`src/rtl/aesl_axis_dst_sink.sv`:
```
// ---------------------------------------------------------------------------
// aesl_axis_dst_sink
//
// Simulation-side AXI-Stream sink for the kernel's dst_buff output stream.
// A start pulse arms a run of expected_beats beats. During the run the sink
// accepts beats under one of four back-pressure patterns, keeps a running beat
// count and XOR checksum, and checks TLAST framing. A stall watchdog raises a
// sticky block flag when no beat transfers for STALL_LIMIT cycles in a row.
// This gives cosim a deadlock indication that does not depend on the kernel's
// own monitors. Mode 3 never asserts ready, so it injects a deadlock on purpose.
//
// Ports
//   ap_clk, ap_rst    clock; synchronous active-high reset
//   start             one-cycle pulse: latch expected_beats/bp_mode, arm a run
//   expected_beats    number of beats to accept in the run
//   bp_mode           0 always ready, 1 alternate, 2 LFSR, 3 never ready
//   dst_buff_TDATA    stream data
//   dst_buff_TVALID   stream valid
//   dst_buff_TLAST    stream last
//   dst_buff_TREADY   stream ready (registered)
//   beat_count        beats accepted in this run
//   checksum          XOR of all TDATA accepted in this run
//   done              high (held) once expected_beats have been accepted
//   last_err          sticky: TLAST did not match the final-beat position
//   block             sticky: stall watchdog fired
// ---------------------------------------------------------------------------
module aesl_axis_dst_sink #(
    parameter int          DATA_W      = 32,
    parameter int          STALL_LIMIT = 1024,
    parameter logic [15:0] LFSR_SEED   = 16'hACE1
) (
    input  logic              ap_clk,
    input  logic              ap_rst,
    input  logic              start,
    input  logic [31:0]       expected_beats,
    input  logic [1:0]        bp_mode,
    input  logic [DATA_W-1:0] dst_buff_TDATA,
    input  logic              dst_buff_TVALID,
    input  logic              dst_buff_TLAST,
    output logic              dst_buff_TREADY,
    output logic [31:0]       beat_count,
    output logic [DATA_W-1:0] checksum,
    output logic              done,
    output logic              last_err,
    output logic              block
);

    // stall_cnt only has to hold 0 .. STALL_LIMIT-1.
    localparam int SC_W = (STALL_LIMIT > 2) ? $clog2(STALL_LIMIT) : 1;
    localparam logic [SC_W-1:0] STALL_LAST = SC_W'(STALL_LIMIT - 1);

    typedef enum logic [1:0] {
        S_IDLE    = 2'd0,
        S_RECV    = 2'd1,
        S_DONE    = 2'd2,
        S_BLOCKED = 2'd3
    } state_t;

    state_t          state;
    logic [31:0]     exp_beats;
    logic [1:0]      mode;
    logic [SC_W-1:0] stall_cnt;
    logic [15:0]     lfsr;

    logic            xfer;
    logic            last_beat;
    logic            stall_hit;
    logic [15:0]     lfsr_nxt;
    logic            rdy_entry;
    logic            rdy_stay;

    // A transfer can only happen in RECV. TREADY is already low in every
    // other state, but the state term keeps this explicit.
    assign xfer      = (state == S_RECV) & dst_buff_TVALID & dst_buff_TREADY;
    assign last_beat = (beat_count + 32'd1) == exp_beats;
    assign stall_hit = (stall_cnt == STALL_LAST);

    // 16-bit Fibonacci LFSR with taps 16,14,13,11. It shifts toward the MSB,
    // and the feedback bit enters at bit 0.
    assign lfsr_nxt  = {lfsr[14:0], lfsr[15] ^ lfsr[13] ^ lfsr[12] ^ lfsr[10]};

    // Ready for the first RECV cycle. This decodes the bp_mode input directly,
    // because the mode register is loaded on the same edge.
    // In LFSR mode, TREADY always mirrors the current lfsr[0] while in RECV.
    always_comb begin
        rdy_entry = 1'b0;
        unique case (bp_mode)
            2'd0:    rdy_entry = 1'b1;
            2'd1:    rdy_entry = 1'b1;
            2'd2:    rdy_entry = lfsr[0];
            default: rdy_entry = 1'b0;
        endcase
    end

    // Ready for the next cycle while the sink stays in RECV.
    always_comb begin
        rdy_stay = 1'b0;
        unique case (mode)
            2'd0:    rdy_stay = 1'b1;
            2'd1:    rdy_stay = ~dst_buff_TREADY;
            2'd2:    rdy_stay = lfsr_nxt[0];
            default: rdy_stay = 1'b0;
        endcase
    end

    always_ff @(posedge ap_clk) begin
        if (ap_rst) begin
            state           <= S_IDLE;
            dst_buff_TREADY <= 1'b0;
            done            <= 1'b0;
            last_err        <= 1'b0;
            block           <= 1'b0;
            beat_count      <= '0;
            checksum        <= '0;
            stall_cnt       <= '0;
            lfsr            <= LFSR_SEED;
            mode            <= 2'd0;
            exp_beats       <= '0;
        end else begin
            unique case (state)
                S_RECV: begin
                    // The LFSR runs every RECV cycle in every mode. It is not
                    // reseeded on start, so each run continues the sequence.
                    lfsr <= lfsr_nxt;
                    if (xfer) begin
                        beat_count <= beat_count + 32'd1;
                        checksum   <= checksum ^ dst_buff_TDATA;
                        stall_cnt  <= '0;
                        if (dst_buff_TLAST != last_beat)
                            last_err <= 1'b1;
                        // The sink leaves RECV on the final beat, so
                        // beat_count never exceeds exp_beats.
                        if (last_beat) begin
                            state           <= S_DONE;
                            done            <= 1'b1;
                            dst_buff_TREADY <= 1'b0;
                        end else begin
                            dst_buff_TREADY <= rdy_stay;
                        end
                    end else if (stall_hit) begin
                        // This is the STALL_LIMIT-th idle cycle in a row.
                        // A transfer on the same cycle takes the branch above,
                        // so a transfer wins over the watchdog.
                        state           <= S_BLOCKED;
                        block           <= 1'b1;
                        dst_buff_TREADY <= 1'b0;
                    end else begin
                        stall_cnt       <= stall_cnt + 1'b1;
                        dst_buff_TREADY <= rdy_stay;
                    end
                end
                default: begin
                    // IDLE, DONE and BLOCKED all re-arm on start. A start in
                    // RECV is ignored.
                    if (start) begin
                        exp_beats  <= expected_beats;
                        mode       <= bp_mode;
                        beat_count <= '0;
                        checksum   <= '0;
                        last_err   <= 1'b0;
                        block      <= 1'b0;
                        stall_cnt  <= '0;
                        if (expected_beats != 32'd0) begin
                            state           <= S_RECV;
                            done            <= 1'b0;
                            dst_buff_TREADY <= rdy_entry;
                        end else begin
                            // Zero-beat run: there is nothing to accept.
                            state           <= S_DONE;
                            done            <= 1'b1;
                            dst_buff_TREADY <= 1'b0;
                        end
                    end
                end
            endcase
        end
    end

endmodule

```
`config.mk`:
```
export PLATFORM = sky130hd
export DESIGN_NAME = aesl_axis_dst_sink
export DESIGN_NICKNAME = d
export VERILOG_FILES = /design/src/rtl/aesl_axis_dst_sink.sv
export SDC_FILE = /design/constraint.sdc
export NUM_CORES = 1
export LEC_CHECK = 0
export CAP_MARGIN = 40
export CELL_PAD_IN_SITES_DETAIL_PLACEMENT = 2
export CELL_PAD_IN_SITES_GLOBAL_PLACEMENT = 2
export CORE_MARGIN = 2
export CORE_UTILIZATION = 31
export DETAILED_ROUTE_END_ITERATION = 8
export GPL_TIMING_DRIVEN = 1
export HOLD_SLACK_MARGIN = 0.06
export PLACE_DENSITY = 0.92
export SKIP_LAST_GASP = 1
export SYNTH_ARGS = -nofsm -noshare
export SYNTH_HDL_FRONTEND = slang
export SYNTH_SLANG_ARGS = --single-unit
```
`constraint.sdc`:
```
create_clock -name ap_clk -period 9.1 [get_ports ap_clk]
set_input_delay 2.275 -clock ap_clk [delete_from_list [all_inputs] [get_ports ap_clk]]
set_output_delay 2.275 -clock ap_clk [all_outputs]
set_load 0.1 [all_outputs]
```
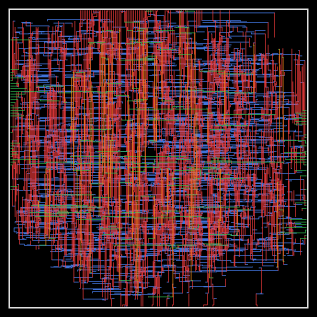
*Signal wires by layer*
Drawn at 2 px/micron.
color	layer	wire length
red	metal 2	19100 microns
blue	metal 1	12700 microns
orange	metal 4	2280 microns
green	metal 3	1510 microns
aggregate global-route resource usage: 32.9%
wire length reported by the detailed router: 35.6 mm

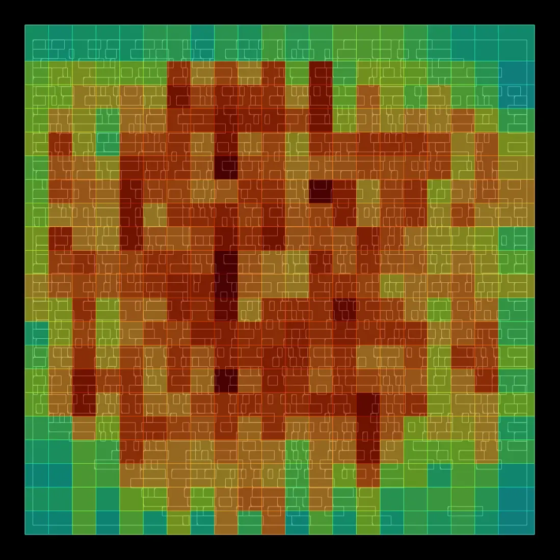
*Routing congestion map*
global-route track usage on met3: 6.44%
utilization after layout: 48.9%
busiest metal layer after global routing: met2
GR Util met1: 33.7%
wire per inst: 26.9 microns

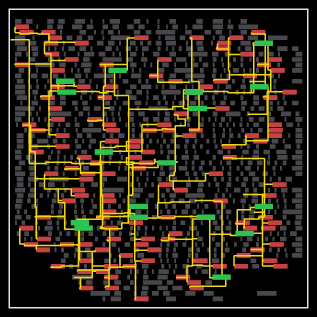
*Clock distribution*
Drawn at 2 px/micron.
[yellow] clock wires | length: 2330 microns
[green] clock drivers | count: 17
[red] flip-flops | count: 130
flops lie	spread over the die
clock network latency to the later pin of the worst-skew pair: 450 ps
clock network fraction of design power: 43.2%
power in the clock group: 754 uW
setup clock skew after layout: 10.9 ps

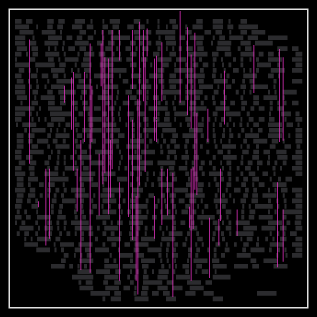
*M4 wires*
Drawn at 2 px/micron.
share of all routed wire	6.4%
wire length on this layer	2280 microns
nets with wire on the layer	52
main direction	vertical
via count: 7405

flip-flops by register name, summed over array words and instances, names as in the netlist:
register	count
lfsr	16
stall_cnt	10
mode	2
checksum	32
done	1
block	1
exp_beats	32
state	2
dst_buff_TREADY	1
last_err	1
beat_count	32
routing by layer:
layer / global-route usage [%] / vias to the layer above / part of all wire (%)
met2: 61.1 / 287 / 54
met3: 6.44 / 121 / 4.2
met1: 33.7 / 3720 / 36
li1: - / 3277 / -
met4: 21.0 / 0 / 6.4
met5: 0 / - / 0
critical path: stages (launching register included):
cell and delay, ps:
sky130_fd_sc_hd__dfxtp_1 690, sky130_fd_sc_hd__clkdlybuf4s50_1 690, sky130_fd_sc_hd__buf_16 190
Yosys cell counts, types with 2 or more instances:
cell type                   instances  area (sq um)
sky130_fd_sc_hd__a211oi_1           3          22.5
sky130_fd_sc_hd__a21o_1             3          22.5
sky130_fd_sc_hd__a21oi_1           90           450
sky130_fd_sc_hd__a22oi_1            3          22.5
sky130_fd_sc_hd__a311oi_1           4          35.0
sky130_fd_sc_hd__a31oi_1            4          25.0
sky130_fd_sc_hd__and2_1             2          12.5
sky130_fd_sc_hd__and3_1            10          62.6
sky130_fd_sc_hd__buf_1              2          7.51
sky130_fd_sc_hd__buf_2              5          25.0
sky130_fd_sc_hd__buf_4              3          22.5
sky130_fd_sc_hd__clkbuf_1          40           150
sky130_fd_sc_hd__dfxtp_1          130          2600
sky130_fd_sc_hd__ha_1               2          25.0
sky130_fd_sc_hd__inv_1              9          33.8
sky130_fd_sc_hd__nand2_1          178           668
sky130_fd_sc_hd__nand2b_1           5          31.3
sky130_fd_sc_hd__nand3_1           23           115
sky130_fd_sc_hd__nand3b_1          18           135
sky130_fd_sc_hd__nand4_1           12          75.1
sky130_fd_sc_hd__nor2_1            98           368
sky130_fd_sc_hd__nor2b_1            3          18.8
sky130_fd_sc_hd__nor3_1            25           125
sky130_fd_sc_hd__nor3b_1            3          22.5
sky130_fd_sc_hd__nor4_1            24           150
sky130_fd_sc_hd__o2111ai_1          2          17.5
sky130_fd_sc_hd__o21ai_0           35           175
sky130_fd_sc_hd__o31ai_1            3          22.5
sky130_fd_sc_hd__or3_1              5          31.3
sky130_fd_sc_hd__or4b_1             2          20.0
sky130_fd_sc_hd__xnor2_1           36           315
sky130_fd_sc_hd__xor2_1            46           403
power by group through the flow:
stage	clock (mW)	combinational (mW)	sequential, mW
after floorplan	0	0.111	0.708
after global placement	0	0.280	0.628
after detailed placement	0	0.353	0.635
after CTS	0.760	0.367	0.625
after global routing	0.785	0.384	0.628
final	0.754	0.367	0.626
worst paths after layout:
check                                   start             to  depth (start not counted)
worst min-delay path            exp_beats[10]  exp_beats[10]                          2
worst max-delay path            beat_count[3]  beat_count[3]                          2
worst min register to register  exp_beats[10]  exp_beats[10]                          2
worst max register to register  beat_count[0]       state[1]                         10
logic make-up after synthesis:
kind of cell,count (synthesis)
AND-OR/OR-AND,154
XOR/XNOR,82
adder cells (fa/ha/maj),2
buffers and inverters,62
flip-flops,130
multiplexers,2
AND/OR/NAND/NOR,421
==> run notes <==
Implementation progress

The flow ran to the end, and the final reports show no timing, DRC or antenna violations. The number of diodes added for antenna fixing stands at 1. The internal power component stands at 1.18 mW. The maximum operating frequency stands at 232 MHz.

Counting distinct cell types in the post-synthesis netlist gives 57. The number of global-route vias before repair stands at 8633. In the final layout, the share of cells above drive strength 1 is 12.4%. The setup slack of the critical path after layout stands at 4800 ps.

The layout report gives the register share of total cell area as 26.2%. The final tally of max-slew violations stands at 0. The detailed router's first-iteration violation count stands at 510. The post-synthesis simple-gate area fraction stands at 30.5%. The TritonCTS buffer count stands at 17. Looking at the max-slew report, the worst-margin pin has a slew of 934 ps. Clock-pin slew was measured on the worst setup and hold paths at 70 ps. The power report attributes to the sequential group a share of 35.8%.

The clock sink count stands at 130. Overall power consumption after layout is estimated at 1.75 mW. According to the report, the first pass of detailed routing completed in 4 iterations. Of the post-synthesis cell area, the part taken by muxes is 0.329%.

The tightest min-delay check is of the reg -> reg type. The total negative slack stands at 0 ps. The final clock period utilization by the worst path stands at 47.3%. The report lists the power per cell area as 176 mW/mm^2. The final report lists a non-filler cell total of 1321. The critical path maximum fanout is 9. The global-route wire length before repair stands at 54.2 mm.

661 cells are multi-input combinational gates. The number of I/O pins stands at 139. The combined area of the multi-input logic cells stands at 0.00361 sq mm. The cell count after synthesis stands at 853. During placement, the flow inserted port buffers numbering 138.

Hold-check failures listed in the final report amount to 0. Measured on the final layout, the clock distribution area share stands at 6.21%. The remaining design rule violation count stands at 0. Per the cell usage report, the commonest logic cells after layout are sky130_fd_sc_hd__nand2_1, sky130_fd_sc_hd__clkdlybuf4s50_1, sky130_fd_sc_hd__dfxtp_1. The post-route antenna net violation count stands at 0. Max-cap violations in this run came to 0. Looking at the area split, the leading class of cells is multi-input combinational cells. The final RePlAce weighted congestion stands at 0.764. The area added between synthesis and finish stands at 53.7%. The synthesized netlist devotes 0.387% of its cell area to adder and majority cells. The post-synthesis instance area stands at 0.00647 sq mm.

The number of nets handed over by synthesis was 926. Per the OpenROAD power report, switching power amounts to 572 uW. For this floorplan the total number of well-tap instances is 270. Sequential elements use 40.2% of the synthesized area. The post-synthesis cell count from yosys stands at 853. The required time at the worst endpoint is listed as 6830 ps. The initialized floorplan defines 52 standard-cell rows. The die outline height stands at 149 microns. The depth of the CTS H-tree stands at 4. The final timing report derives a shortest allowable period of 4300 ps. The pre-CTS setup slack stands at 4580 ps. The worst setup path is launched from a flop. The total half-perimeter wirelength after legalization and detailed placement stands at 23.1 mm. Summing the areas of all compound-gate instances in the mapped netlist gives 13.4% of the synthesized area. The synthesis report names the predominant flop master as sky130_fd_sc_hd__dfxtp_1.

STA classifies the critical path endpoint as an output pin. The area taken by flip-flops and latches stands at 0.00260 sq mm. The slack of the worst reg-to-reg path stands at 5140 ps.

Multi-input gates account for 36.3% of the area. For this run, the final setup violation count is recorded as 0.
Power figures rest on the tool's default switching activity, not on a simulated workload.
